**config.mk**
```make
export PLATFORM = sky130hd
export DESIGN_NAME = instr_prefetch_queue
export DESIGN_NICKNAME = d
export VERILOG_FILES = /design/src/rtl/fetch_pkg.sv /design/src/rtl/sync_fifo.sv /design/src/rtl/instr_prefetch_queue.sv
export SDC_FILE = /design/constraint.sdc
export NUM_CORES = 1
export LEC_CHECK = 0
export CAP_MARGIN = 20
export CORE_ASPECT_RATIO = 1.2
export CORE_MARGIN = 4
export CORE_UTILIZATION = 30
export DETAILED_ROUTE_END_ITERATION = 7
export HOLD_SLACK_MARGIN = 0.08
export MAX_ROUTING_LAYER = met4
export PLACE_DENSITY = 0.59
export SYNTH_ARGS = -nofsm -noshare
export SYNTH_HDL_FRONTEND = slang
export SYNTH_SLANG_ARGS = --single-unit
```
**constraint.sdc**
```tcl
create_clock -name clk -period 9.7 [get_ports clk]
set_clock_uncertainty 0.2 [all_clocks]
set_input_delay 2.425 -clock clk [delete_from_list [all_inputs] [get_ports clk]]
set_output_delay 2.425 -clock clk [all_outputs]
set_load 0.02 [all_outputs]
```
**src/rtl/fetch_pkg.sv**
```systemverilog
// Shared types and constants for the instruction prefetch front end.
package fetch_pkg;

    localparam int          INSTR_BYTES = 4;
    localparam logic [31:0] INSTR_NOP   = 32'h00000013;

    typedef struct packed {
        logic [63:0] pc;
        logic [31:0] instr;
    } fetch_entry_t;

    localparam int ENTRY_W = $bits(fetch_entry_t);

    function automatic logic [63:0] align_pc(input logic [63:0] addr);
        return {addr[63:2], 2'b00};
    endfunction

endpackage

```
**src/rtl/sync_fifo.sv**
```systemverilog
// Single-clock FIFO with first-word-fall-through head, flush, and occupancy count.
module sync_fifo #(
    parameter int WIDTH = 8,
    parameter int DEPTH = 4
) (
    input  logic                       clk,
    input  logic                       rst,
    input  logic                       push,
    input  logic                       pop,
    input  logic                       flush,
    input  logic [WIDTH-1:0]           din,
    output logic [WIDTH-1:0]           dout,
    output logic                       full,
    output logic                       empty,
    output logic [$clog2(DEPTH+1)-1:0] count
);

    localparam int AW = (DEPTH > 1) ? $clog2(DEPTH) : 1;
    localparam int CW = $clog2(DEPTH + 1);

    logic [WIDTH-1:0] mem [DEPTH];
    logic [AW-1:0]    rd_ptr_reg;
    logic [AW-1:0]    wr_ptr_reg;
    logic [CW-1:0]    count_reg;
    logic             do_push;
    logic             do_pop;

    function automatic logic [AW-1:0] next_ptr(input logic [AW-1:0] p);
        return (p == AW'(DEPTH - 1)) ? '0 : p + 1'b1;
    endfunction

    assign full    = (count_reg == CW'(DEPTH));
    assign empty   = (count_reg == '0);
    assign count   = count_reg;
    assign do_push = push && !full;
    assign do_pop  = pop && !empty;
    assign dout    = mem[rd_ptr_reg];

    always_ff @(posedge clk) begin
        if (rst || flush) begin
            rd_ptr_reg <= '0;
            wr_ptr_reg <= '0;
            count_reg  <= '0;
        end else begin
            if (do_push) wr_ptr_reg <= next_ptr(wr_ptr_reg);
            if (do_pop)  rd_ptr_reg <= next_ptr(rd_ptr_reg);
            count_reg <= count_reg + CW'(do_push) - CW'(do_pop);
        end
    end

    always_ff @(posedge clk) begin
        if (do_push) mem[wr_ptr_reg] <= din;
    end

endmodule

```
**src/rtl/instr_prefetch_queue.sv**
```systemverilog
// Decoupled fetch front end: sequential imem requests, in-order buffering, redirect flush.
// Define PREFETCH_BYPASS_EN to forward a response straight to decode when the buffer is empty.
module instr_prefetch_queue
    import fetch_pkg::*;
#(
    parameter int          DEPTH           = 4,
    parameter int          MAX_OUTSTANDING = 2,
    parameter logic [63:0] RESET_PC        = 64'h0
) (
    input  logic        clk,
    input  logic        rst,
    input  logic        PCSrc_E,
    input  logic [63:0] PCTarget_E,
    output logic        ImemReqValid,
    input  logic        ImemReqReady,
    output logic [63:0] ImemReqAddr,
    input  logic        ImemRespValid,
    input  logic [31:0] ImemRespData,
    output logic        InstrValid_F,
    input  logic        InstrReady_D,
    output logic [63:0] PC_F,
    output logic [31:0] Instr_F
);

    localparam int OW  = $clog2(MAX_OUTSTANDING + 1);
    localparam int FCW = $clog2(DEPTH + 1);
    localparam int TCW = $clog2(MAX_OUTSTANDING + 1);

    logic [63:0]   fetch_pc_reg;
    logic [OW-1:0] outstanding_reg;
    logic [OW-1:0] drop_cnt_reg;

    logic          req_fire;
    logic          resp_fire;
    logic          keep;
    logic          entry_push;
    logic          entry_pop;
    logic          entry_full;
    logic          entry_empty;
    logic [FCW-1:0] occupancy;
    fetch_entry_t  fifo_head;
    fetch_entry_t  head;
    fetch_entry_t  resp_entry;
    logic [63:0]   tag_pc;
    logic          tag_full;
    logic          tag_empty;
    logic [TCW-1:0] tag_count;
    logic          unused;

    // Credit check counts in-flight requests so every response is guaranteed a slot.
    assign ImemReqValid = !rst && !PCSrc_E
                        && (int'(outstanding_reg) < MAX_OUTSTANDING)
                        && (int'(occupancy) + int'(outstanding_reg) < DEPTH);
    assign ImemReqAddr  = fetch_pc_reg;
    assign req_fire     = ImemReqValid && ImemReqReady;
    assign resp_fire    = ImemRespValid && (outstanding_reg != '0);
    assign keep         = resp_fire && (drop_cnt_reg == '0) && !PCSrc_E;
    assign resp_entry   = '{pc: tag_pc, instr: ImemRespData};
    assign entry_pop    = !entry_empty && InstrReady_D && !PCSrc_E;

`ifdef PREFETCH_BYPASS_EN
    logic bypass;
    assign bypass       = keep && entry_empty;
    assign entry_push   = keep && !(bypass && InstrReady_D);
    assign head         = entry_empty ? resp_entry : fifo_head;
    assign InstrValid_F = !entry_empty || bypass;
`else
    assign entry_push   = keep;
    assign head         = fifo_head;
    assign InstrValid_F = !entry_empty;
`endif

    assign PC_F    = InstrValid_F ? head.pc    : 64'h0;
    assign Instr_F = InstrValid_F ? head.instr : 32'h0;
    assign unused  = ^{tag_full, tag_empty, tag_count, entry_full, PCTarget_E[1:0]};

    always_ff @(posedge clk) begin
        if (rst) begin
            fetch_pc_reg    <= align_pc(RESET_PC);
            outstanding_reg <= '0;
            drop_cnt_reg    <= '0;
        end else if (PCSrc_E) begin
            // Everything still in flight belongs to the squashed path.
            fetch_pc_reg    <= align_pc(PCTarget_E);
            outstanding_reg <= outstanding_reg - OW'(resp_fire);
            drop_cnt_reg    <= outstanding_reg - OW'(resp_fire);
        end else begin
            if (req_fire) fetch_pc_reg <= fetch_pc_reg + 64'(INSTR_BYTES);
            outstanding_reg <= outstanding_reg + OW'(req_fire) - OW'(resp_fire);
            if (resp_fire && (drop_cnt_reg != '0)) drop_cnt_reg <= drop_cnt_reg - 1'b1;
        end
    end

    sync_fifo #(.WIDTH(ENTRY_W), .DEPTH(DEPTH)) entry_fifo (
        .clk   (clk),
        .rst   (rst),
        .push  (entry_push),
        .pop   (entry_pop),
        .flush (PCSrc_E),
        .din   (resp_entry),
        .dout  (fifo_head),
        .full  (entry_full),
        .empty (entry_empty),
        .count (occupancy)
    );

    // Tags of dropped responses vanish with the flush, so only kept responses pop.
    sync_fifo #(.WIDTH(64), .DEPTH(MAX_OUTSTANDING)) tag_fifo (
        .clk   (clk),
        .rst   (rst),
        .push  (req_fire),
        .pop   (keep),
        .flush (PCSrc_E),
        .din   (fetch_pc_reg),
        .dout  (tag_pc),
        .full  (tag_full),
        .empty (tag_empty),
        .count (tag_count)
    );

endmodule

```
==> impl_metrics.csv, run 1 <==
group,metric,value,unit
synthesis,syn_inst,1408,
clocking,cts_hold_buffers,0,
worst_setup_path,r2r-start,"entry_fifo.count[1]",
place,routabilityCongestion,0.762,
synthesis,enable_flop_cells,500,
floorplanning,pin_count,264,
final_layout,fin_area,29300,um^2
timing,period_minus_slack,6.46,ns
synthesis,ys_seq_share,70.9,%
detailed_routing,vias,13200,
worst_setup_path,arrival,3.84,ns
place,dpl.hpwl,39400,um
final_layout,fin_cells,2752,
worst_setup_path,cpPeakStageDelay,0.60,ns
synthesis,common_cells,"edfxtp_1, and2_1, mux4_2",
floorplanning,chip_area,82700,um^2
floorplanning,core_region_area,77600,um^2
worst_setup_path,startpoint_type,"primary input",
detailed_routing,dr.pass1.iters,5,
detailed_routing,drt-initial-drc-count,918,
worst_setup_path,critPathMaxFanout,39,
grt,grt_first_pass_wirelength,91400,um
synthesis,ys_async_sr_fraction,0,%
clocking,cts_resized,0,
timing,timing.hold.ws,0.326,ns
worst_setup_path,crit_type,"primary input to output port",
final_layout,top_register,"entry_fifo.mem",
timing,finalSetupTns,0,ns
place,dp_slack,3.21,ns
power,comb_power,490,uW
place,portBuffers,257,
power,switching_share,22.4,%
detailed_routing,via_per_inst,4.81,
outcome,outcome,"finished, final reports clean",
job,max_cap_viol_count,0,
place,dp.cells,2631,
detailed_routing,drc_errors,0,
power,power-top-group,"sequential cells",
worst_setup_path,reg2reg_slack,5.76,ns
clocking,clk_pin_slew,0.07,ns
timing,rsz0062_at_grt,"no",
worst_setup_path,reg2reg_to,"tag_fifo.mem[0][42]",
min_path,holdCritStartpoint,"entry_fifo.rd_ptr_reg[1]",
grt,grt_pass1_vias,13900,
synthesis,syn-cell-area,23400,um^2
floorplanning,initCoreUtil,30.2,%
floorplanning,rows,112,
min_path,whs_path_depth,2,
timing,max-slew-margin-rel,25.1,%
synthesis,syn_area_per_cell,16.6,um^2
final_layout,largest_reg_flops,376,
floorplanning,die_w,263,um
power,max-vdd-ir-drop,136,uV
timing,worst_pin_slew,1.12,ns
power,power.share.clock,41.2,%
clocking,cts-root-buf,"clkbuf_16",
synthesis,ys_cells,1408,
worst_setup_path,critPathSlowestCell,"clkdlybuf4s50_1",
power,powerClk,2.37,mW
power,p_seq,2.88,mW
final_layout,comb_area,6390,um^2
timing,drv_slew,0,
clocking,cts_sinks,580,
final_layout,nFillCells,7208,
final_layout,nNetsFinal,1788,
timing,clock.fmax,155,MHz
power,internal_power,4.45,mW
synthesis,yosys-stat-area,23400,um^2
place,place_area,27100,um^2
synthesis,most_common_cell,"edfxtp_1",
grt,grt_use_total,15.1,%
final_layout,drive_gt1_share,18.2,%
power,pwr-share-comb,8.5,%
grt,antenna_found_initial,11,
synthesis,yosysWarningCount,0,
synthesis,ys_types,66,
synthesis,ys_dominant_reg_cell,"edfxtp_1",
## run 1: cells in the final DEF, fill, tap and decap left out, drive strengths merged, types with 5 or more instances in the layout
master           n
and2           109
edfxtp         500
nand2b           5
mux4            94
nor2b            5
nand2           64
bufinv           9
mux2i            5
a22oi            5
and4             7
nand3           30
ha              15
a21oi           56
xnor2           19
dfxtp           80
nand4           23
clkinvlp         5
o211ai           5
nor2            62
o21ai           34
nor4             9
buf             22
a221oi           6
mux2            67
a31oi            8
clkbuf          75
o22ai           10
clkdlybuf4s50  255
xor2            13
and3            14
inv             26
nor3            21
clkinv          18
diode            8
## run 1: layout make-up
cell class / count / area share, %
Timing Repair Buffer: 277 / 9.57
Antenna cell: 8 / 0.0684
Clock inverter: 34 / 1.49
Inverter: 24 / 0.308
Tap cell: 1026 / 4.39
Clock buffer: 75 / 5.50
Sequential cell: 580 / 56.8
Multi-Input combinational cell: 728 / 21.8
## run 1: kinds of logic (layout without fill, tap and decap cells)
group / count (synthesis) / count (layout) / share of synthesized area [%]
buffers and inverters: 103 / 410 / 2.00
AND-OR/OR-AND: 143 / 143 / 3.69
flip-flops: 580 / 580 / 70.9
multiplexers: 166 / 166 / 12.5
XOR/XNOR: 32 / 32 / 1.20
adder cells (fa/ha/maj): 16 / 16 / 0.886
AND/OR/NAND/NOR: 367 / 367 / 8.84
other: 1 / 12 / 0.0160
## run 1: critical path: cells and delay by family
family,cells,cell delay (ns)
simple gates,2,0.55
buf+inv,2,0.86
## run 1: routing by layer
metal	share of wire (%)	wire [um]	up-vias	GRT usage, %
met5	0	0	-	-
met4	1.6	1010	0	3.27
met3	5.8	3630	71	2.97
met2	50	31100	399	25.2
met1	43	26600	6753	19.4
li1	-	-	6016	-
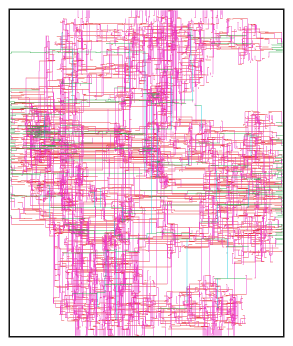
Run 1: signal wires by layer
[red] met1 | wire length: 26.6 mm
[green] met3 | wire length: 3,630 um
[magenta] met2 | wire length: 31.1 mm
[cyan] met4 | wire length: 1,010 um

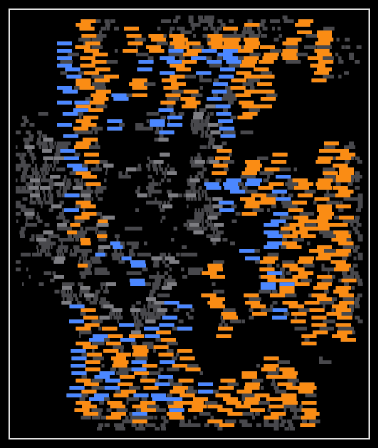
Run 1: flops by top-level scope
[blue] `tag_fifo` | flops: 128
[orange] `entry_fifo` | flops: 383 | where: all over the die
not coloured: 69

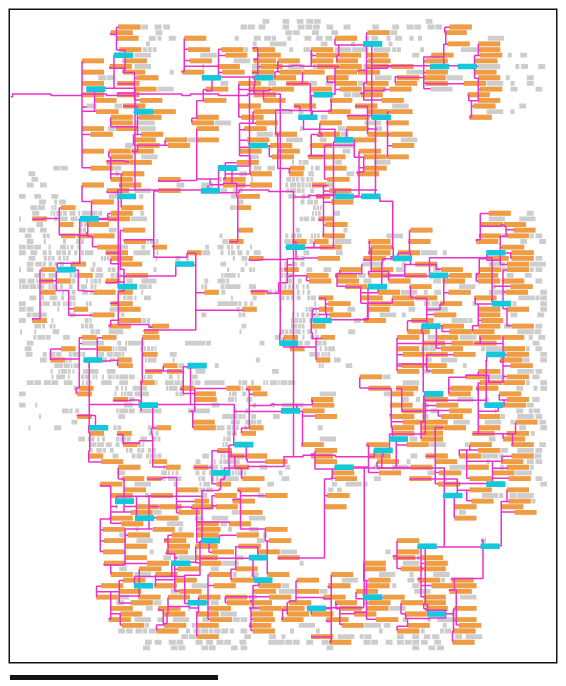
Run 1: clock distribution
Scale bar: 100 um.
[magenta] clock wires | length: 7,100 um
[cyan] cells driving clock nets | count: 59
[orange] flip-flops | count: 580
flops lie: all over the die
routed clock nets: 60

## Run 2: what changed since run 1
- clock period: 9.7 -> 6.5 ns (I/O delays scaled with it)
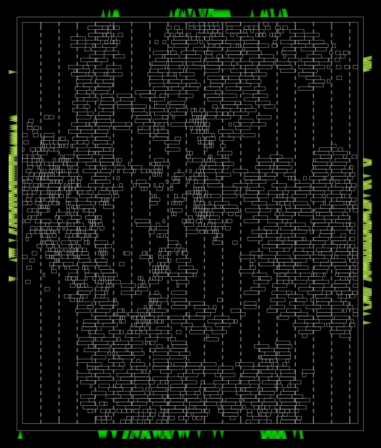
Run 2: cell outlines without signal wires
tap cell count: 1,026
Filler cells: 7,217

==> impl_metrics.csv, run 2 <==
group,metric,value,unit
outcome,outcome,"finished, final reports clean",
timing,period_minus_slack,5.15,ns
worst_setup_path,r2r-start,"ImemReqAddr[3]",
power,switching_share,22.4,%
power,internal_power,6.59,mW
place,dp.cells,2637,
worst_setup_path,arrival,3.33,ns
synthesis,ys_dominant_reg_cell,"edfxtp_1",
floorplanning,initCoreUtil,30.2,%
place,place_area,27200,um^2
final_layout,lay_top_count,"edfxtp_1",
clocking,cts_sinks,580,
synthesis,yosys-stat-area,23400,um^2
detailed_routing,drt-initial-drc-count,998,
grt,grt_pass1_vias,13900,
place,portBuffers,257,
final_layout,largest_reg_flops,376,
synthesis,syn-cell-area,23400,um^2
clocking,cts_resized,0,
synthesis,synthAdderAreaFrac,0.886,%
detailed_routing,wl_met3,4400,um
synthesis,simple_gate_share,8.84,%
synthesis,yosys.area_share.aoi,3.69,%
final_layout,top_register,"entry_fifo.mem",
synthesis,common_cells,"edfxtp_1, and2_1, mux4_2",
timing,drv_slew,0,
synthesis,xor_share,1.20,%
floorplanning,core_region_area,77600,um^2
clocking,clk_pin_slew,0.06,ns
place,dp_slack,1.53,ns
clocking,cts_hold_buffers,0,
power,max-vdd-ir-drop,216,uV
synthesis,ys_async_sr_fraction,0,%
synthesis,ys_seq_share,70.9,%
final_layout,drive_gt1_share,18.2,%
synthesis,syn_area_per_cell,16.6,um^2
synthesis,mux_area_share,12.5,%
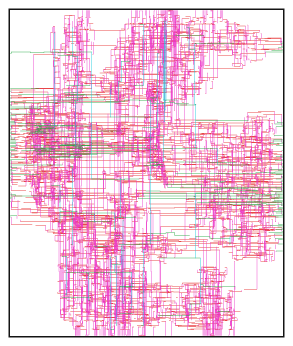
Run 2: signal wires by layer
[cyan] met4 | wire length: 1,830 um
[red] met1 | wire length: 26.6 mm
[magenta] met2 | wire length: 29.9 mm
[green] met3 | wire length: 4,400 um
DR vias: 13,400
total track usage: 15.2%

[run 2: cell counts after synthesis]
Identical to the previous run, type by type.
[run 2: cell families after synthesis]
| group | count (synthesis) |
|---|---|
| buffers and inverters | 103 |
| adders and majority gates | 16 |
| muxes | 166 |
| and+or+nand+nor | 367 |
| AOI/OAI and AO/OA | 143 |
| other | 1 |
| xor gates and xnor gates | 32 |
| DFF | 580 |
[run 2: critical path: stages (launching register included)]
cell and delay, ns:
dfxtp_4 0.80, buf_4 0.59, mux4_2 0.56, and2_1 0.19
clkdlybuf4s50_1 0.55
[run 2: power by group through the flow]
stage / sequential [mW] / clock, mW / combinational, mW
final: 4.30 / 3.45 / 0.739
after global routing: 4.31 / 3.68 / 0.801
after CTS: 4.30 / 3.54 / 0.755
after detailed placement: 4.38 / 0 / 0.751
after global placement: 4.37 / 0 / 0.739
after floorplan: 4.38 / 0 / 0.381
[run 2: worst paths after layout]
kind | end | slack (ns) | cells after the start
hold reg to reg | register | 0.28 | 2
setup / recovery | Instr_F[27] | 1.35 | 4
setup reg to reg | ImemReqAddr[50] | 3.03 | 7
hold / removal | register | 0.28 | 2
[run 2: cell type report]
class | instances | area (um^2) | share of cell area [%]
antenna | 5 | 12.5 | 0.0428
clock buffer | 74 | 1570 | 5.38
clock inverter | 32 | 392 | 1.34
inverter | 24 | 90.1 | 0.308
multi-input combinational | 728 | 6390 | 21.9
sequential | 580 | 16600 | 56.9
tap | 1026 | 1280 | 4.39
timing repair buffer | 281 | 2850 | 9.75
[run 2: metal layers]
| metal | up-vias | GRT usage [%] |
|---|---|---|
| li1 | 6012 | - |
| met1 | 6823 | 19.8 |
| met2 | 427 | 24.2 |
| met3 | 96 | 3.34 |
| met4 | 0 | 4.49 |
| met5 | - | - |
Power and IR drop assume default switching activity.
